`src/rtl/dbg_axi_pkg.sv`:
```
// Shared types and helpers for the debug-to-bus bridge endpoints.
// Holds the FSM state encoding, AXI constants and the byte-lane mask helpers.
package dbg_axi_pkg;

    typedef enum logic [1:0] {
        ST_IDLE  = 2'd0,
        ST_ISSUE = 2'd1,
        ST_WAIT  = 2'd2,
        ST_DRAIN = 2'd3
    } state_e;

    localparam logic [1:0] BURST_INCR  = 2'b01;
    localparam logic [1:0] RESP_OKAY   = 2'b00;
    localparam logic [1:0] RESP_SLVERR = 2'b10;

    // Contiguous byte-lane mask for an access of 1 << size_eff bytes (max 8 lanes).
    function automatic logic [7:0] lane_mask(input logic [1:0] size_eff);
        logic [7:0] m;
        case (size_eff)
            2'd0:    m = 8'h01;
            2'd1:    m = 8'h03;
            2'd2:    m = 8'h0F;
            default: m = 8'hFF;
        endcase
        return m;
    endfunction

    // Expand a per-lane mask into a per-bit data mask.
    function automatic logic [63:0] lane_bits(input logic [7:0] lanes);
        logic [63:0] b;
        for (int i = 0; i < 8; i++) begin
            b[i*8 +: 8] = {8{lanes[i]}};
        end
        return b;
    endfunction

endpackage

```
`src/rtl/dbg_tog_sync.sv`:
```
// Toggle-handshake receiver: synchroniser, edge detector and post-reset ignore window.
// The edge flop always tracks the synchronised toggle, so dropped edges are consumed.
module dbg_tog_sync #(
    parameter int unsigned STAGES     = 2,
    parameter int unsigned IGNORE_CYC = 15
) (
    input  logic clk,
    input  logic rst_n,
    input  logic tog,
    input  logic en,
    output logic rec_c
);

    localparam int unsigned NS    = (STAGES < 2) ? 2 : STAGES;
    localparam int unsigned CNT_W = (IGNORE_CYC < 2) ? 1 : $clog2(IGNORE_CYC + 1);

    logic [NS-1:0]    sync_q;
    logic             edge_q;
    logic [CNT_W-1:0] ign_q;

    always_ff @(posedge clk or negedge rst_n) begin
        if (!rst_n) begin
            sync_q <= '0;
            edge_q <= 1'b0;
            ign_q  <= CNT_W'(IGNORE_CYC);
        end else begin
            sync_q <= {sync_q[NS-2:0], tog};
            edge_q <= sync_q[NS-1];
            if (ign_q != '0) begin
                ign_q <= ign_q - CNT_W'(1);
            end
        end
    end

    assign rec_c = (sync_q[NS-1] ^ edge_q) & (ign_q == '0) & en;

endmodule

```
`src/rtl/dbg_axi_rx_gen.sv`:
```
// Bus-side endpoint of the debug bridge: turns one toggled request into an AXI4
// single or 2-beat INCR transaction and returns data/response via a return toggle.
module dbg_axi_rx_gen
    import dbg_axi_pkg::*;
#(
    parameter int unsigned DATA_W      = 32,
    parameter int unsigned ADDR_W      = 32,
    parameter int unsigned ID_W        = 9,
    parameter int unsigned AXI_ID      = 0,
    parameter int unsigned SYNC_STAGES = 2,
    parameter int unsigned IGNORE_CYC  = 15,
    parameter int unsigned TIMEOUT_CYC = 1024
) (
    input  logic                rx_clk,
    input  logic                rx_rstn,
    input  logic                tx_tog,
    input  logic [ADDR_W-1:0]   tx_mem_addr,
    input  logic                tx_mem_write,
    input  logic [DATA_W-1:0]   tx_mem_wdata,
    input  logic [2:0]          tx_mem_size,
    input  logic [6:0]          tx_mem_prot,
    input  logic                tx_mem_secen,
    output logic                rx_tog,
    output logic [DATA_W-1:0]   rx_mem_rdata,
    output logic [1:0]          rx_mem_resp,
    output logic                rx_mem_timeout,
    output logic                rx_busy,
    output logic [ID_W-1:0]     awid,
    output logic [ADDR_W-1:0]   awaddr,
    output logic [7:0]          awlen,
    output logic [2:0]          awsize,
    output logic [1:0]          awburst,
    output logic [2:0]          awprot,
    output logic                awvalid,
    input  logic                awready,
    output logic [DATA_W-1:0]   wdata,
    output logic [DATA_W/8-1:0] wstrb,
    output logic                wlast,
    output logic                wvalid,
    input  logic                wready,
    input  logic [ID_W-1:0]     bid,
    input  logic [1:0]          bresp,
    input  logic                bvalid,
    output logic                bready,
    output logic [ID_W-1:0]     arid,
    output logic [ADDR_W-1:0]   araddr,
    output logic [7:0]          arlen,
    output logic [2:0]          arsize,
    output logic [1:0]          arburst,
    output logic [2:0]          arprot,
    output logic                arvalid,
    input  logic                arready,
    input  logic [ID_W-1:0]     rid,
    input  logic [DATA_W-1:0]   rdata,
    input  logic [1:0]          rresp,
    input  logic                rlast,
    input  logic                rvalid,
    output logic                rready
);

    localparam int unsigned LANES = DATA_W / 8;
    localparam int unsigned LB    = (LANES == 8) ? 3 : 2;
    localparam int unsigned HI_W  = LB + 1;
    localparam int unsigned TO_W  = (TIMEOUT_CYC < 2) ? 1 : $clog2(TIMEOUT_CYC);

    state_e              state;
    logic                rec_c;
    logic                is_write_q;
    logic [LB-1:0]       off_q;
    logic [HI_W-1:0]     hi_q;
    logic [DATA_W-1:0]   dmask_q;
    logic [LANES-1:0]    strb1_q;
    logic [DATA_W-1:0]   data1_q;
    logic [ADDR_W-1:0]   ax_addr_q;
    logic [7:0]          ax_len_q;
    logic [2:0]          ax_prot_q;
    logic [TO_W-1:0]     tcnt_q;
    logic                rbeat_q;
    logic [DATA_W-1:0]   racc_q;
    logic [1:0]          racc_resp_q;

    dbg_tog_sync #(
        .STAGES     (SYNC_STAGES),
        .IGNORE_CYC (IGNORE_CYC)
    ) u_sync (
        .clk   (rx_clk),
        .rst_n (rx_rstn),
        .tog   (tx_tog),
        .en    (state == ST_IDLE),
        .rec_c (rec_c)
    );

    assign awid    = ID_W'(AXI_ID);
    assign arid    = ID_W'(AXI_ID);
    assign awburst = BURST_INCR;
    assign arburst = BURST_INCR;
    assign awsize  = 3'(LB);
    assign arsize  = 3'(LB);
    assign awaddr  = ax_addr_q;
    assign araddr  = ax_addr_q;
    assign awlen   = ax_len_q;
    assign arlen   = ax_len_q;
    assign awprot  = ax_prot_q;
    assign arprot  = ax_prot_q;

    // Request geometry, evaluated on the live request fields at capture time.
    logic [1:0]       size_eff_c;
    logic [LB-1:0]    off_c;
    logic [HI_W-1:0]  hi_c;
    logic [3:0]       bytes_c;
    logic             split_c;
    logic [LANES-1:0] mask_c;

    always_comb begin
        size_eff_c = (tx_mem_size > 3'(LB)) ? 2'(LB) : tx_mem_size[1:0];
        off_c      = tx_mem_addr[LB-1:0];
        hi_c       = HI_W'(LANES) - {1'b0, off_c};
        bytes_c    = 4'(1) << size_eff_c;
        split_c    = (5'(off_c) + 5'(bytes_c)) > 5'(LANES);
        mask_c     = LANES'(lane_mask(size_eff_c));
    end

    // Read assembly and worst-case response including the beat on the bus now.
    logic [DATA_W-1:0] rd_c;
    logic [1:0]        rresp_max_c;
    logic              aw_hs_c, w_hs_c, ar_hs_c, b_hs_c, r_hs_c, done_c;
    logic              pend_c, to_hit_c;

    always_comb begin
        rd_c        = (rbeat_q ? (racc_q | (rdata << {hi_q, 3'b000}))
                               : (rdata >> {off_q, 3'b000})) & dmask_q;
        rresp_max_c = (rbeat_q && (racc_resp_q > rresp)) ? racc_resp_q : rresp;
        aw_hs_c     = awvalid & awready;
        w_hs_c      = wvalid & wready;
        ar_hs_c     = arvalid & arready;
        b_hs_c      = bvalid & bready;
        r_hs_c      = rvalid & rready;
        done_c      = is_write_q ? b_hs_c : (r_hs_c & rlast);
        pend_c      = (awvalid & ~awready) | (wvalid & ~(wready & wlast)) | (arvalid & ~arready);
        to_hit_c    = (TIMEOUT_CYC != 0) && (tcnt_q == TO_W'(TIMEOUT_CYC - 1));
    end

    always_ff @(posedge rx_clk or negedge rx_rstn) begin
        if (!rx_rstn) begin
            state          <= ST_IDLE;
            rx_tog         <= 1'b0;
            rx_mem_rdata   <= '0;
            rx_mem_resp    <= RESP_OKAY;
            rx_mem_timeout <= 1'b0;
            rx_busy        <= 1'b0;
            awvalid        <= 1'b0;
            wvalid         <= 1'b0;
            wstrb          <= '0;
            wdata          <= '0;
            wlast          <= 1'b0;
            arvalid        <= 1'b0;
            bready         <= 1'b0;
            rready         <= 1'b0;
            is_write_q     <= 1'b0;
            off_q          <= '0;
            hi_q           <= '0;
            dmask_q        <= '0;
            strb1_q        <= '0;
            data1_q        <= '0;
            ax_addr_q      <= '0;
            ax_len_q       <= '0;
            ax_prot_q      <= '0;
            tcnt_q         <= '0;
            rbeat_q        <= 1'b0;
            racc_q         <= '0;
            racc_resp_q    <= RESP_OKAY;
        end else begin
            // Address/data valids drop only on their own handshakes, in any state.
            if (aw_hs_c) awvalid <= 1'b0;
            if (ar_hs_c) arvalid <= 1'b0;
            if (w_hs_c) begin
                if (wlast) begin
                    wvalid <= 1'b0;
                end else begin
                    wstrb <= strb1_q;
                    wdata <= data1_q;
                    wlast <= 1'b1;
                end
            end

            case (state)
                ST_IDLE: begin
                    if (rec_c) begin
                        state       <= ST_ISSUE;
                        rx_busy     <= 1'b1;
                        bready      <= 1'b1;
                        rready      <= 1'b1;
                        is_write_q  <= tx_mem_write;
                        off_q       <= off_c;
                        hi_q        <= hi_c;
                        dmask_q     <= DATA_W'(lane_bits(lane_mask(size_eff_c)));
                        ax_addr_q   <= {tx_mem_addr[ADDR_W-1:LB], LB'(0)};
                        ax_len_q    <= {7'b0, split_c};
                        ax_prot_q   <= tx_mem_prot[2:0] & {1'b1, tx_mem_secen, 1'b1};
                        awvalid     <= tx_mem_write;
                        wvalid      <= tx_mem_write;
                        arvalid     <= ~tx_mem_write;
                        wstrb       <= mask_c << off_c;
                        wdata       <= tx_mem_wdata << {off_c, 3'b000};
                        wlast       <= ~split_c;
                        strb1_q     <= mask_c >> hi_c;
                        data1_q     <= tx_mem_wdata >> {hi_c, 3'b000};
                        tcnt_q      <= '0;
                        rbeat_q     <= 1'b0;
                        racc_q      <= '0;
                        racc_resp_q <= RESP_OKAY;
                    end
                end
                ST_ISSUE, ST_WAIT: begin
                    // A real completion on the timeout cycle takes priority.
                    if (done_c) begin
                        rx_tog         <= ~rx_tog;
                        rx_mem_rdata   <= is_write_q ? '0 : rd_c;
                        rx_mem_resp    <= is_write_q ? bresp : rresp_max_c;
                        rx_mem_timeout <= 1'b0;
                        state          <= ST_IDLE;
                        rx_busy        <= 1'b0;
                        bready         <= 1'b0;
                        rready         <= 1'b0;
                    end else if (to_hit_c) begin
                        rx_tog         <= ~rx_tog;
                        rx_mem_rdata   <= '0;
                        rx_mem_resp    <= RESP_SLVERR;
                        rx_mem_timeout <= 1'b1;
                        state          <= ST_DRAIN;
                    end else begin
                        tcnt_q <= tcnt_q + TO_W'(1);
                        if (r_hs_c) begin
                            racc_q      <= rd_c;
                            racc_resp_q <= rresp_max_c;
                            rbeat_q     <= 1'b1;
                        end
                        if (state == ST_ISSUE && !pend_c) begin
                            state <= ST_WAIT;
                        end
                    end
                end
                ST_DRAIN: begin
                    // Late responses are swallowed; leave once the final one arrives.
                    if (done_c) begin
                        state   <= ST_IDLE;
                        rx_busy <= 1'b0;
                        bready  <= 1'b0;
                        rready  <= 1'b0;
                        awvalid <= 1'b0;
                        wvalid  <= 1'b0;
                        arvalid <= 1'b0;
                    end
                end
                default: state <= ST_IDLE;
            endcase
        end
    end

    logic unused;
    assign unused = ^{bid, rid, tx_mem_prot[6:3]};

endmodule
```
`config.mk`:
```
export PLATFORM = sky130hd
export DESIGN_NAME = dbg_axi_rx_gen
export DESIGN_NICKNAME = d
export VERILOG_FILES = /design/src/rtl/dbg_axi_pkg.sv /design/src/rtl/dbg_tog_sync.sv /design/src/rtl/dbg_axi_rx_gen.sv
export SDC_FILE = /design/constraint.sdc
export NUM_CORES = 1
export LEC_CHECK = 0
export CAP_MARGIN = 20
export CORE_ASPECT_RATIO = 0.9
export CORE_UTILIZATION = 48
export CTS_CLUSTER_DIAMETER = 120
export DETAILED_ROUTE_END_ITERATION = 10
export PLACE_DENSITY = 0.81
export SETUP_SLACK_MARGIN = 0.5
export SLEW_MARGIN = 20
export SYNTH_ARGS = -nofsm -noshare
export SYNTH_HDL_FRONTEND = slang
export SYNTH_SLANG_ARGS = --single-unit
```
`constraint.sdc`:
```
create_clock -name rx_clk -period 3.2 [get_ports rx_clk]
set_input_delay 0.64 -clock rx_clk [delete_from_list [all_inputs] [get_ports rx_clk]]
set_output_delay 0.64 -clock rx_clk [all_outputs]
set_load 0.05 [all_outputs]
```
**Run 1: power grid**

Bar = 50 microns. Pins as bars on the die edge.
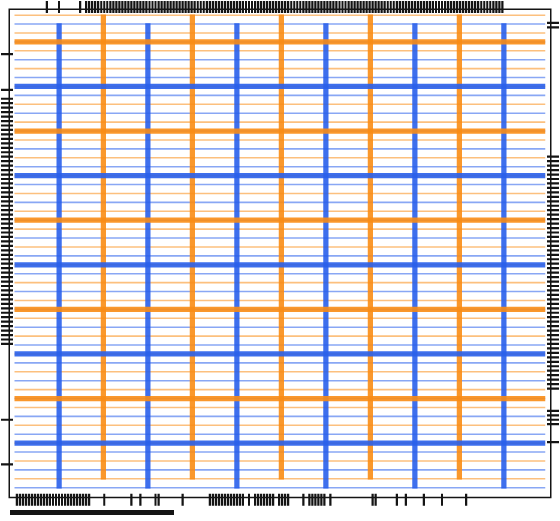
| colour | net |
|---|---|
| blue | VSS |
| orange | VDD |
met5 straps: 10
signal pins: 332

**Run 1: placed cells, one colour a class**

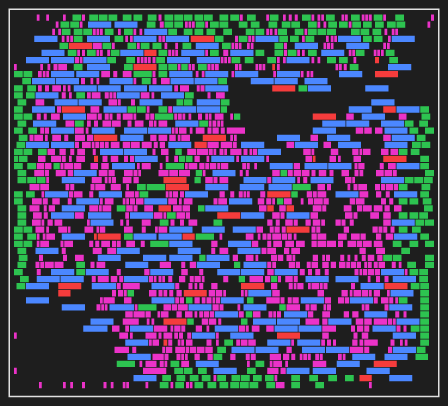
| colour | class | cells | share of their area |
|---|---|---|---|
| blue | registers | 209 | 36% |
| red | clock drivers and dummy loads | 38 | 4.9% |
| magenta | remaining logic cells | 888 | 38% |
| green | remaining buffers and delay cells | 297 | 21% |

**Run 1: clock wires, drivers and flops**

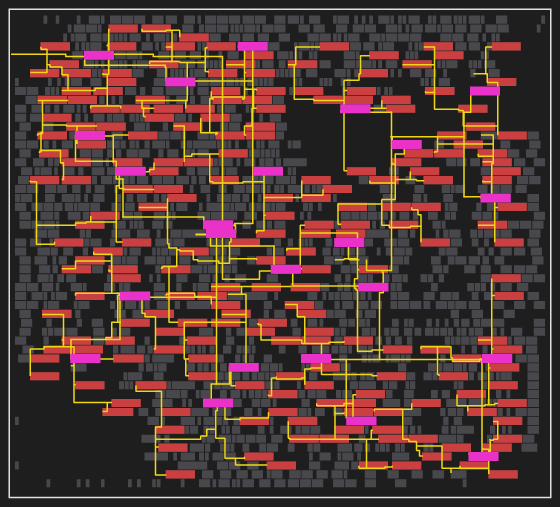
[magenta] clock-net drivers | count: 23
[yellow] clock wires | length: 2790 microns
[red] flip-flops | count: 209
routed clock nets: 24

==> results_dict.tcl, run 1 <==
# flow metrics
set metrics [dict create \
    post_drt_via_cell_ratio 5.782 \
    avgSynthCellArea_sq_um 9.408 \
    reg2reg_to "racc_q[4]" \
    path_max_fanout 19 \
    max_slew_margin_pct 28.74 \
    cp_slowest_cell "or3_4" \
    synthesis.area_sq_mm 0.01144 \
    fin_crit_sh_pct 79.97 \
    seq-cell-share_pct 35.35 \
    largestClassByArea "logic gates" \
    lay_top_count "clkdlybuf4s50_1" \
    power.switching_mw 8.026 \
    io_pins 332 \
    dp.cells 1694 \
    comb_share_pct 36.70 \
    required_ns 3.63 \
    pwr-share-comb_pct 55.9 \
    layout_top_cells "261 x clkdlybuf4s50_1, 225 x nand2_1, 204 x dfrtp_1" \
    yosys_cells 1216 \
    grtUsageMet1_pct 36.45 \
    cp.buffers_inverters 2 \
    final_cells 1734 \
    globalplace.congestion 0.9762 \
    worst_slew_pin_slew_ns 1.069 \
    power.share.clock_pct 15.5 \
    status "complete, no violations" \
    finalSetupViolations 0 \
    wl_met2_microns 15670 \
    synth_cell_type_count 59 \
    yosys_area_sq_mm 0.01144 \
    htree_levels 1 \
    async_reset_ff_share_pct 100.0 \
    powerDensity_mw_per_mm2 1104 \
    buf_share_pct 20.24 \
    pwr-share-seq_pct 28.6 \
    critPathKind "flop to flop" \
]
==> run 1: power groups by stage <==
stage	Sequential [mW]	Clock [mW]	Combinational [mW]
global route	4.81	2.69	9.69
CTS	4.66	2.58	9.09
finish	4.67	2.54	9.14
global placement	4.65	0	8.85
floorplan	6.41	0	4.60
detailed placement	4.68	0	9.03
==> run 1: cell families after synthesis <==
| family | after synthesis |
|---|---|
| AND/OR/NAND/NOR | 375 |
| adder cells (fa/ha/maj) | 16 |
| flip-flops | 209 |
| XOR/XNOR | 8 |
| buffers and inverters | 177 |
| AND-OR/OR-AND | 326 |
| multiplexers | 103 |
| other | 2 |
==> run 1: what timing repair did <==
action                                  CTS  global route
gates cloned                              0             1
endpoints found under the setup margin   20             3
hold buffers                              0             0
setup buffers                             0             1
gates resized                             2             3
==> run 1: cells in the mapped netlist, drive strengths merged (12+ instances only) <==
cell | number | area (sq um)
nand2 | 225 | 844.6
dfrtp | 205 | 5130
buf | 106 | 728.2
a21oi | 100 | 500.5
mux2i | 89 | 890.9
o21ai | 71 | 355.3
clkbuf | 58 | 219.0
a22o | 44 | 385.4
nor2 | 35 | 131.4
nand3 | 30 | 150.1
nor2b | 28 | 175.2
a211oi | 19 | 142.6
o22ai | 19 | 118.9
o211ai | 18 | 135.1
o2bb2ai | 18 | 214.0
ha | 15 | 187.7
mux2 | 14 | 157.7
inv | 12 | 45.04
nor3b | 12 | 101.4
==> run 1: sequential cells by signal, indices dropped and copies added (netlist names), 2 cells and up <==
signal	count
racc_resp_q	2
u_sync.sync_q	2
wdata	32
u_sync.ign_q	4
dmask_q	3
state	2
wstrb	4
racc_q	32
data1_q	32
arprot	3
strb1_q	4
tcnt_q	10
araddr	30
off_q	2
rx_mem_resp	2
hi_q	2
rx_mem_rdata	32
**Run 1: congestion heat map**

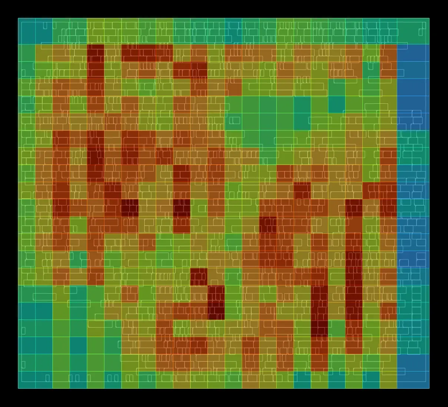

## Run 2: what changed since run 1
Settings changed: CORE_UTILIZATION 48 to 44, PLACE_DENSITY 0.81 to 0.78.
Clock period 3.2 ns to 2.21 ns, I/O delays scaled along.
**Run 2: congestion heat map**

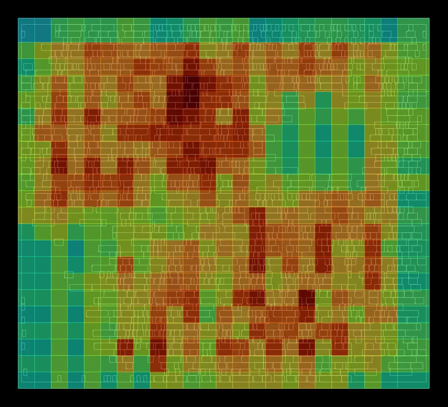
met1 Use GR: 33.01%
met3 Use GR: 5.037%
Tot GR Track Use: 24.95%
final core occ: 63.44%
GR Util met2: 41.30%

**Run 2: wiring by layer**

Bar = 50 microns.
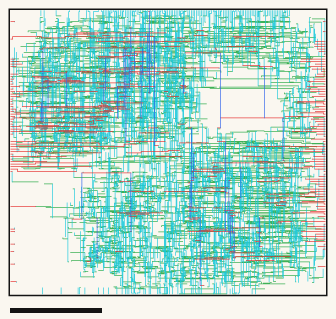
| colour | layer | wire length |
|---|---|---|
| cyan | M2 | 17500 microns |
| blue | M4 | 889 microns |
| red | M3 | 3250 microns |
| green | M1 | 15300 microns |

==> run 2 against run 1 <==
Utilization about the same; synthesized cell count stayed put; maximum frequency up 22%; final area is 8.4% higher; cell count grew 7.2%; worst hold slack better by 0.15 ns; critical path depth unchanged.
==> results_dict.tcl, run 2 <==
# flow metrics
set metrics [dict create \
    synthesis.area_sq_mm 0.01144 \
    nFillCells 2017 \
    largest_area_cell "dfrtp_1" \
    cts_hold_buf 1 \
    wl_per_cell_microns 19.88 \
    lay_top_count "nand2_1" \
    warning_count 58 \
    critPathKind "flop to flop" \
    required_ns 2.64 \
    maxCapViolations 0 \
    switching_share_pct 49.14 \
    yosys_area_sq_mm 0.01144 \
    synth_seq_share_pct 45.76 \
    final_cells 1859 \
    worst_slew_pin_slew_ns 1.111 \
    synthToLayoutAreaGrowth_pct 40.44 \
    status "complete, no violations" \
    mi_logic_area_sq_mm 0.005841 \
    power-top-group "combinational logic" \
    globalplace.congestion 0.9472 \
    finalSetupViolations 0 \
    htree_levels 1 \
    comb-power_mw 14.7 \
    power.switching_mw 12.34 \
    ctsResizeCount 638 \
    pwr.group.clock_mw 3.79 \
    synthTopCellsByArea "dfrtp_1 45%, mux2i_1 7.8%, nand2_1 7.4%" \
    dp.cells 1768 \
    pg_seq_mw 6.60 \
    fin_crit_sh_pct 94.69 \
    async_reset_ff_share_pct 100.0 \
    grt_pass1_vias 9879 \
    die_area_sq_mm 0.02665 \
    post_drt_via_cell_ratio 5.630 \
    pwr-share-comb_pct 58.6 \
    fin_setup_tns_ns 0 \
    grt_overflow 0 \
    postCtsSetupBuffers 12 \
    yosys.cell_count.top_type "nand2_1" \
    io_pins 332 \
    ant_nets 0 \
    path_max_fanout 19 \
    portBuffers 263 \
    flop_cell "dfrtp_1" \
    max_slew_margin_pct 25.65 \
    synth_top_area_share_pct 44.84 \
    synth_cell_type_count 59 \
    clk_path_buf_depth 3 \
    pre_cts_ws_ns -0.3401 \
    avgSynthCellArea_sq_um 9.408 \
    root_buffer "clkbuf_16" \
    layout_top_cells "216 x nand2_1, 201 x dfrtp_1, 110 x clkdlybuf4s50_1" \
    powerDensity_mw_per_mm2 1563 \
    power.share.clock_pct 15.1 \
    drive_gt1_share_pct 27.31 \
    yosys_cells 1216 \
    netlist_top_cells_count "225 x nand2_1, 205 x dfrtp_1, 100 x a21oi_1" \
    pwr-share-seq_pct 26.3 \
]
## run 2: cell counts after synthesis
No cell type changed its count.
## run 2: path summary, 6_finish.rpt
path                                  start  cells past startpoint  slack [ns]               end
hold / removal             u_sync.sync_q[0]                      0        0.35  u_sync.sync_q[1]
hold reg to reg            u_sync.sync_q[0]                      0        0.35  u_sync.sync_q[1]
setup reg to reg                   state[0]                      8        0.12         racc_q[1]
max in group asynchronous           rx_rstn                      3        1.06         wdata[28]
setup / recovery                   state[0]                      8        0.12         racc_q[1]
min in group asynchronous           rx_rstn                      2        0.48  rx_mem_rdata[18]
## run 2: cell type report
cell class / count / area share, %
well taps: 342 / 2.664
clock buffers: 37 / 4.299
diodes: 1 / 0.01558
flip-flops and latches: 209 / 32.62
repair buffers: 380 / 23.40
inverters: 13 / 0.3972
multi-input cells: 874 / 36.36
clock inverters: 3 / 0.2492
## run 2: routing by layer
metal	vias up	track usage (%)	routed length, microns
li1	4765	-	-
met1	5118	33.01	15280
met2	503	41.30	17530
met3	81	5.037	3251
met4	0	7.038	888
met5	-	0	0
## run 2: critical path, cell delays in order, from the launching register on
cell and delay (ns):
dfrtp_1 0.38, inv_2 0.11, ha_4 0.24, nand4_1 0.12, nor3_4 0.07, or3_4 0.41
or3_4 0.35, buf_12 0.17, o2bb2ai_2 0.15
## run 2: kinds of logic (layout without fill, tap and decap cells)
family | count (synthesis) | in the layout | synth area share [%]
other cells | 2 | 47 | 0.06565
compound gates | 326 | 326 | 19.06
fa+ha+maj | 16 | 16 | 1.816
simple gates | 375 | 375 | 14.81
xor+xnor | 8 | 8 | 0.6125
buf+inv | 177 | 433 | 8.706
flops | 209 | 209 | 45.76
mux | 103 | 103 | 9.165
**Run 2: power grid**

Bar = 50 microns. Pins as bars on the die edge.
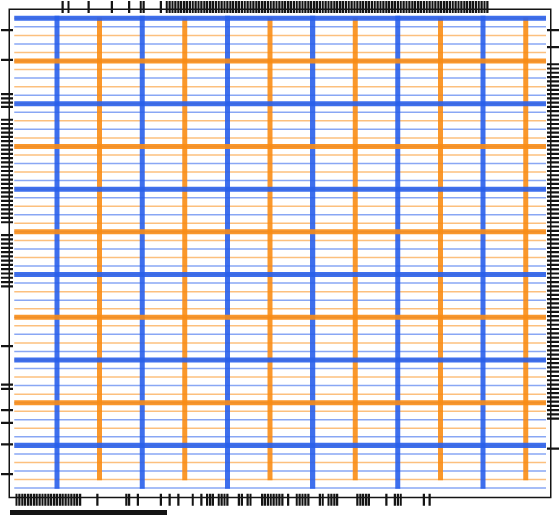

## Run 3: what changed since run 2
Settings changed: CORE_ASPECT_RATIO 0.9 to 1.5, CORE_MARGIN from default to 5, PLACE_DENSITY 0.78 to default, PLACE_DENSITY_LB_ADDON from default to 0.12.
**Run 3: power grid**

Bar = 50 microns. Pins as bars on the die edge.
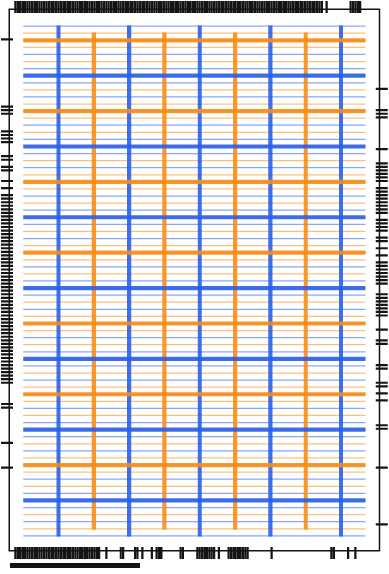
| colour | net |
|---|---|
| blue | VSS |
| orange | VDD |
signal pins: 332
met5 straps: 14
rows: 72
met1 rails: 73

==> run 3 against run 2 <==
Wire length up 11%; power up 6.1%; sequential share of layout area down 1.9 points; first-iteration DRC count down 45%; area after synthesis unchanged; non-clock buffer count up 44; largest power group unchanged; register-to-register slack worse by 0.03 ns; worst setup slack worse by 0.030 ns; flip-flop count unchanged; sequential power up 0.6%; utilization up 2.8 points; highest routed layer unchanged.
==> results_dict.tcl, run 3 <==
# flow metrics
set metrics [dict create \
    postCtsSetupBuffers 12 \
    synthToLayoutAreaGrowth_pct 49.19 \
    pwr.group.clock_mw 4.01 \
    warning_count 58 \
    status "complete, no violations" \
    mi_logic_area_sq_mm 0.006501 \
    critPathMaxStageDelay_ns 0.38 \
    power-top-group "combinational logic" \
    async_reset_ff_share_pct 100.0 \
    io_pins 332 \
    n_antenna_cell 0 \
    crit_chain "inv_2 > ha_4 > nor3b_4 > a31oi_4 > or3_4 > or3_4 > buf_12 > o2bb2ai_1" \
    finalSetupViolations 0 \
    root_buffer "clkbuf_16" \
    post_drt_via_cell_ratio 5.540 \
    worst_slew_pin_slew_ns 0.7242 \
    switching_share_pct 49.21 \
    pwr-share-seq_pct 24.9 \
    pwr-share-comb_pct 60.0 \
    clk_path_buf_depth 3 \
    yosys_area_sq_mm 0.01144 \
    layout_top_cells "200 x dfrtp_1, 136 x buf_2, 122 x nand2_1" \
    portBuffers 263 \
    synthTopCellsByArea "dfrtp_1 45%, mux2i_1 7.8%, nand2_1 7.4%" \
    nFillCells 2171 \
    netlist_top_cells_count "225 x nand2_1, 205 x dfrtp_1, 100 x a21oi_1" \
    path_max_fanout 19 \
    comb-power_mw 16.0 \
    maxCapViolations 0 \
    synth_top_area_share_pct 44.84 \
    wl_per_cell_microns 21.72 \
    yosys_cells 1216 \
    critPathKind "flop to flop" \
    crit_family "simple AND/OR/NAND/NOR gates" \
    lay_top_count "dfrtp_1" \
    synthesis.area_sq_mm 0.01144 \
    max_slew_margin_pct 51.54 \
    cp.buffers_inverters 2 \
    die_area_sq_mm 0.02939 \
    globalplace.congestion 0.9089 \
    drive_gt1_share_pct 38.48 \
    yosys.cell_count.top_type "nand2_1" \
    pg_seq_mw 6.64 \
]
**Run 3: congestion heat map**

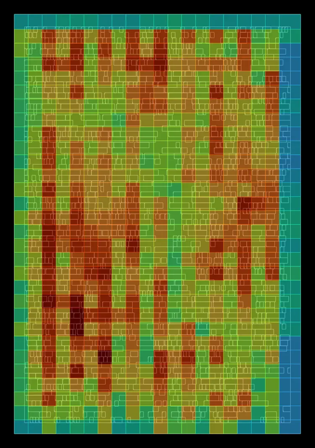
final core occ: 66.24%
GR Util met2: 43.63%
met1 Use GR: 28.88%

run 3: per-stage QoR:
stage | hold WS, ns | instance area [sq um] | cells | setup slack, ns | utilization [%]
after floorplan | 0.1464 | 11940 | 1260 | -0.03174 | -
after global placement | 0.3383 | 14740 | 1776 | -0.3159 | 57.21
after detailed placement | 0.3432 | 14740 | 1776 | -0.3050 | 57.21
after CTS | 0.3573 | 15320 | 1834 | 0.1186 | 59.45
after global routing | 0.3451 | 17070 | 1895 | 0.02416 | 66.24
final | 0.3316 | 17070 | 1895 | 0.08756 | 66.24
run 3: logic make-up after synthesis:
family / synth area share (%)
multiplexers: 9.165
AND-OR/OR-AND: 19.06
XOR/XNOR: 0.6125
other: 0.06565
AND/OR/NAND/NOR: 14.81
adder cells (fa/ha/maj): 1.816
flip-flops: 45.76
buffers and inverters: 8.706
run 3: metal layers:
metal	wire length [microns]	up-vias	track usage, %
li1	-	4853	-
met1	15370	5202	28.88
met2	21930	358	43.63
met3	2103	86	3.204
met4	1754	0	10.07
met5	0	-	0
run 3: layout make-up:
| type | count | area share [%] |
|---|---|---|
| Timing Repair Buffer | 424 | 23.81 |
| Sequential cell | 209 | 30.71 |
| Clock inverter | 8 | 0.7331 |
| Clock buffer | 34 | 3.849 |
| Inverter | 13 | 0.3592 |
| Tap cell | 333 | 2.441 |
| Multi-Input combinational cell | 874 | 38.09 |
run 3: path summary, 6_finish.rpt:
check / to / slack (ns) / depth (start not counted)
max in group asynchronous: araddr[11] / 1.03 / 3
min: racc_resp_q[1] / 0.33 / 3
min reg2reg: u_sync.sync_q[1] / 0.35 / 0
max reg2reg: racc_q[6] / 0.09 / 8
max: racc_q[6] / 0.09 / 8
min in group asynchronous: tcnt_q[6] / 0.45 / 2
No activity file was given, so power comes from the tool's default toggle rates.
